**src/rtl/subbytes_seq.sv**
```systemverilog
// Multi-cycle AES SubBytes / InvSubBytes engine: LANES byte substitutions per
// cycle over BEATS cycles, valid/ready handshakes on both sides.
//
// state | meaning
// IDLE  | waiting for a state, in_ready high
// RUN   | substituting LANES bytes per cycle in the working register
// DONE  | result presented on out_state until the consumer takes it
module subbytes_seq #(
  parameter int LANES = 4
) (
  input  logic         clk,
  input  logic         reset_n,
  input  logic         in_valid,
  output logic         in_ready,
  input  logic         in_dir,
  input  logic [127:0] in_state,
  output logic         out_valid,
  input  logic         out_ready,
  output logic [127:0] out_state,
  output logic         busy
);

  localparam int BEATS = 16 / LANES;

  if (!(LANES == 1 || LANES == 2 || LANES == 4 || LANES == 8 || LANES == 16)) begin : g_bad_lanes
    $error("subbytes_seq: LANES must be 1, 2, 4, 8 or 16");
  end

  typedef enum logic [1:0] {IDLE, RUN, DONE} state_t;

  state_t       state_q, state_nxt;
  logic [3:0]   beat_q;
  logic         dir_q;
  logic         busy_q;
  logic [127:0] work_q;
  logic [127:0] work_sub;
  logic         last_beat;

  function automatic logic [7:0] rotl(input logic [7:0] v, input int n);
    return (v << n) | (v >> (8 - n));
  endfunction

  function automatic logic [7:0] gf_mul(input logic [7:0] a, input logic [7:0] b);
    logic [7:0] p;
    logic [7:0] aa;
    p  = 8'h00;
    aa = a;
    for (int i = 0; i < 8; i++) begin
      if (b[i]) p = p ^ aa;
      aa = {aa[6:0], 1'b0} ^ (aa[7] ? 8'h1b : 8'h00);
    end
    return p;
  endfunction

  // x^254 == x^-1 in GF(2^8), and maps 0 to 0 as the S-box requires.
  function automatic logic [7:0] gf_inv(input logic [7:0] x);
    logic [7:0] sq;
    logic [7:0] r;
    sq = x;
    r  = 8'h01;
    for (int i = 1; i < 8; i++) begin
      sq = gf_mul(sq, sq);
      r  = gf_mul(r, sq);
    end
    return r;
  endfunction

  // One inverter shared by both directions; only the affine steps differ.
  function automatic logic [7:0] sbox(input logic [7:0] b, input logic inv);
    logic [7:0] t;
    logic [7:0] i;
    t = inv ? (rotl(b, 1) ^ rotl(b, 3) ^ rotl(b, 6) ^ 8'h05) : b;
    i = gf_inv(t);
    return inv ? i : (i ^ rotl(i, 1) ^ rotl(i, 2) ^ rotl(i, 3) ^ rotl(i, 4) ^ 8'h63);
  endfunction

  assign last_beat = (beat_q == 4'(BEATS - 1));
  assign in_ready  = (state_q == IDLE);
  assign out_valid = (state_q == DONE);
  assign busy      = busy_q;

  always_comb begin
    work_sub = work_q;
    for (int l = 0; l < LANES; l++) begin
      work_sub[127 - 8 * (int'(beat_q) * LANES + l) -: 8] =
        sbox(work_q[127 - 8 * (int'(beat_q) * LANES + l) -: 8], dir_q);
    end
  end

  always_comb begin
    state_nxt = state_q;
    case (state_q)
      IDLE:    if (in_valid) state_nxt = RUN;
      RUN:     if (last_beat) state_nxt = DONE;
      DONE:    if (out_ready) state_nxt = IDLE;
      default: state_nxt = IDLE;
    endcase
  end

  always_ff @(posedge clk or negedge reset_n) begin
    if (!reset_n) begin
      state_q   <= IDLE;
      beat_q    <= 4'd0;
      dir_q     <= 1'b0;
      busy_q    <= 1'b0;
      work_q    <= 128'h0;
      out_state <= 128'h0;
    end else begin
      state_q <= state_nxt;
      busy_q  <= (state_nxt != IDLE);
      case (state_q)
        IDLE: begin
          if (in_valid) begin
            work_q <= in_state;
            dir_q  <= in_dir;
            beat_q <= 4'd0;
          end
        end
        RUN: begin
          work_q <= work_sub;
          if (last_beat) begin
            beat_q    <= 4'd0;
            out_state <= work_sub;
          end else begin
            beat_q <= beat_q + 4'd1;
          end
        end
        default: ;
      endcase
    end
  end

endmodule

```
**config.mk**
```make
export PLATFORM = sky130hd
export DESIGN_NAME = subbytes_seq
export DESIGN_NICKNAME = d
export VERILOG_FILES = /design/src/rtl/subbytes_seq.sv
export SDC_FILE = /design/constraint.sdc
export NUM_CORES = 2
export LEC_CHECK = 0
export CAP_MARGIN = 20
export CORE_ASPECT_RATIO = 1.75
export CORE_MARGIN = 4
export CORE_UTILIZATION = 45
export DETAILED_ROUTE_END_ITERATION = 8
export PLACE_DENSITY = 0.7
export SYNTH_ARGS = -nofsm -noshare
export SYNTH_HDL_FRONTEND = slang
export SYNTH_SLANG_ARGS = --single-unit
```
**constraint.sdc**
```tcl
create_clock -name clk -period 18.1 [get_ports clk]
set_clock_uncertainty 0.2 [all_clocks]
set_input_delay 2.715 -clock clk [delete_from_list [all_inputs] [get_ports clk]]
set_output_delay 2.715 -clock clk [all_outputs]
set_load 0.05 [all_outputs]
```
==> out/metrics.yaml <==
clock_network:
  cts_resized: 147
  numCtsBuffers: 23
  cts_root_buffer: "clkbuf_16"
  clkSlewWorstSetupHoldPaths_ns: 0.07
  post_cts_buffers: 52
finish:
  buffers: 1277
  clkbuf_count: 30
  inverters: 114
  register_area_um2: 6620
  finalInstanceArea_um2: 90200
  clk_share_pct: 0.861
  syn2layout_area_growth_pct: 21.1
logic_synthesis:
  ys.flops: 264
  logic_family: "XOR/XNOR gates"
  ys_cells: 9808
  yosys.area_share.simple_pct: 20.0
  muxShareOfSynthArea_pct: 5.85
detailed_routing:
  num_vias: 77700
  drc: 1
  ant_nets: 0
place:
  post-dp-hpwl_um: 210000
  dpl_worst_slack_ns: -1.30
run_status:
  failed_checks: "DRC"
  status: "finished, violations left"
global_routing:
  grt_pass1_wl_um: 425000
  antenna_found_initial: 14
  grt_pass1_vias: 73700
  grt_use_total_pct: 30.4
worst_setup_path:
  setup.worst_path.start_class: "flop"
  timing.rr.start: "beat_q[2]$_DFFE_PN0P_"
  critPathArrivalTime_ns: 17.93
  regToRegSetupSlack_ns: 0.40
  end_kind: "flop"
worst_hold_path:
  hold_class: "reg -> reg"
floorplan:
  fp_util_pct: 45.2
sta:
  relSlewSlack_pct: 19.9
  holdWs_ns: 0.276
==> critical path: cells and delay by family (launching register included) <==
kind                     cells  cell delay (ns)
multiplexers                 2             0.75
AND-OR/OR-AND               12             3.18
AND/OR/NAND/NOR             13             3.90
buffers and inverters       10             1.48
XOR/XNOR                    29             7.02
adder cells (fa/ha/maj)      2             0.58
flip-flops                   1             0.38
==> routing by layer <==
layer	GRT usage (%)	vias up
met4	18.6	10
li1	-	35500
met3	3.63	1139
met1	34.6	37100
met5	0	-
met2	53.8	3874
==> flip-flops by register name (all words and copies together), names as in the netlist <==
name,count
state_q,2
out_state,128
beat_q,4
dir_q,1
busy,1
work_q,128
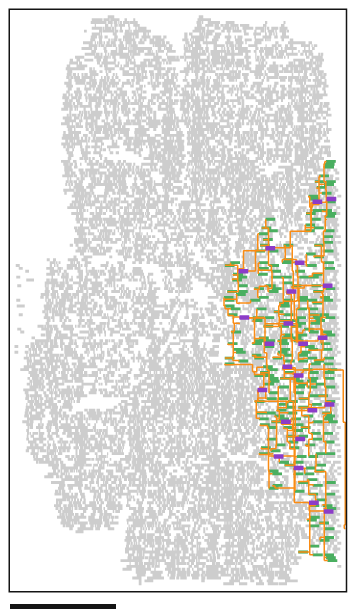
Figure 1: clock network drawn from the DEF.
The bar under the picture is 100 µm long.
[orange] clock wires | length: 3670 µm
[purple] clock-net drivers | count: 23
[green] flip-flops | count: 264
routed clock nets	24

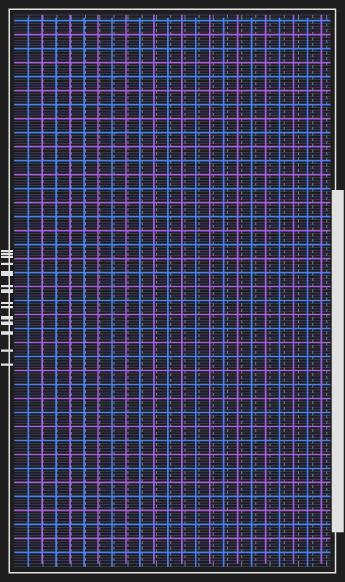
Figure 2: PDN straps and rails.
Pins as bars on the die edge. Tap cells in gray.
color	net
blue	VSS
purple	VDD
tap cells	2189
met4 straps	22
rows	197
met1 rails	198
die height: 546 µm
die width: 316 µm

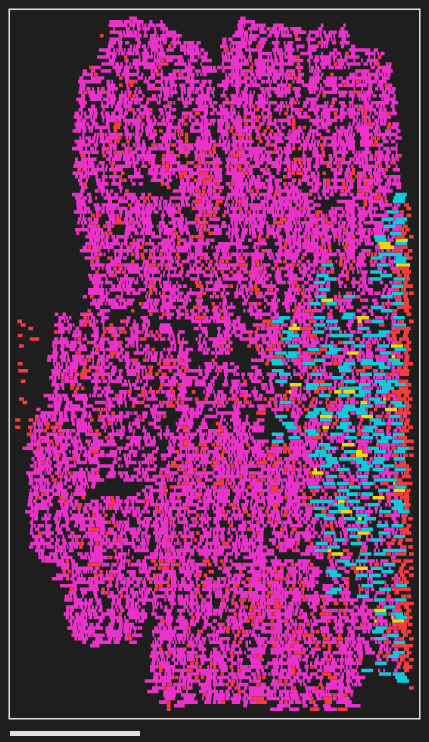
Figure 3: cell classes on the final placement.
The bar under the picture is 100 µm long.
color	class	cells
magenta	remaining logic cells	8878
cyan	registers	264
yellow	clock drivers and dummy loads	41
red	remaining buffers and delay cells	1277

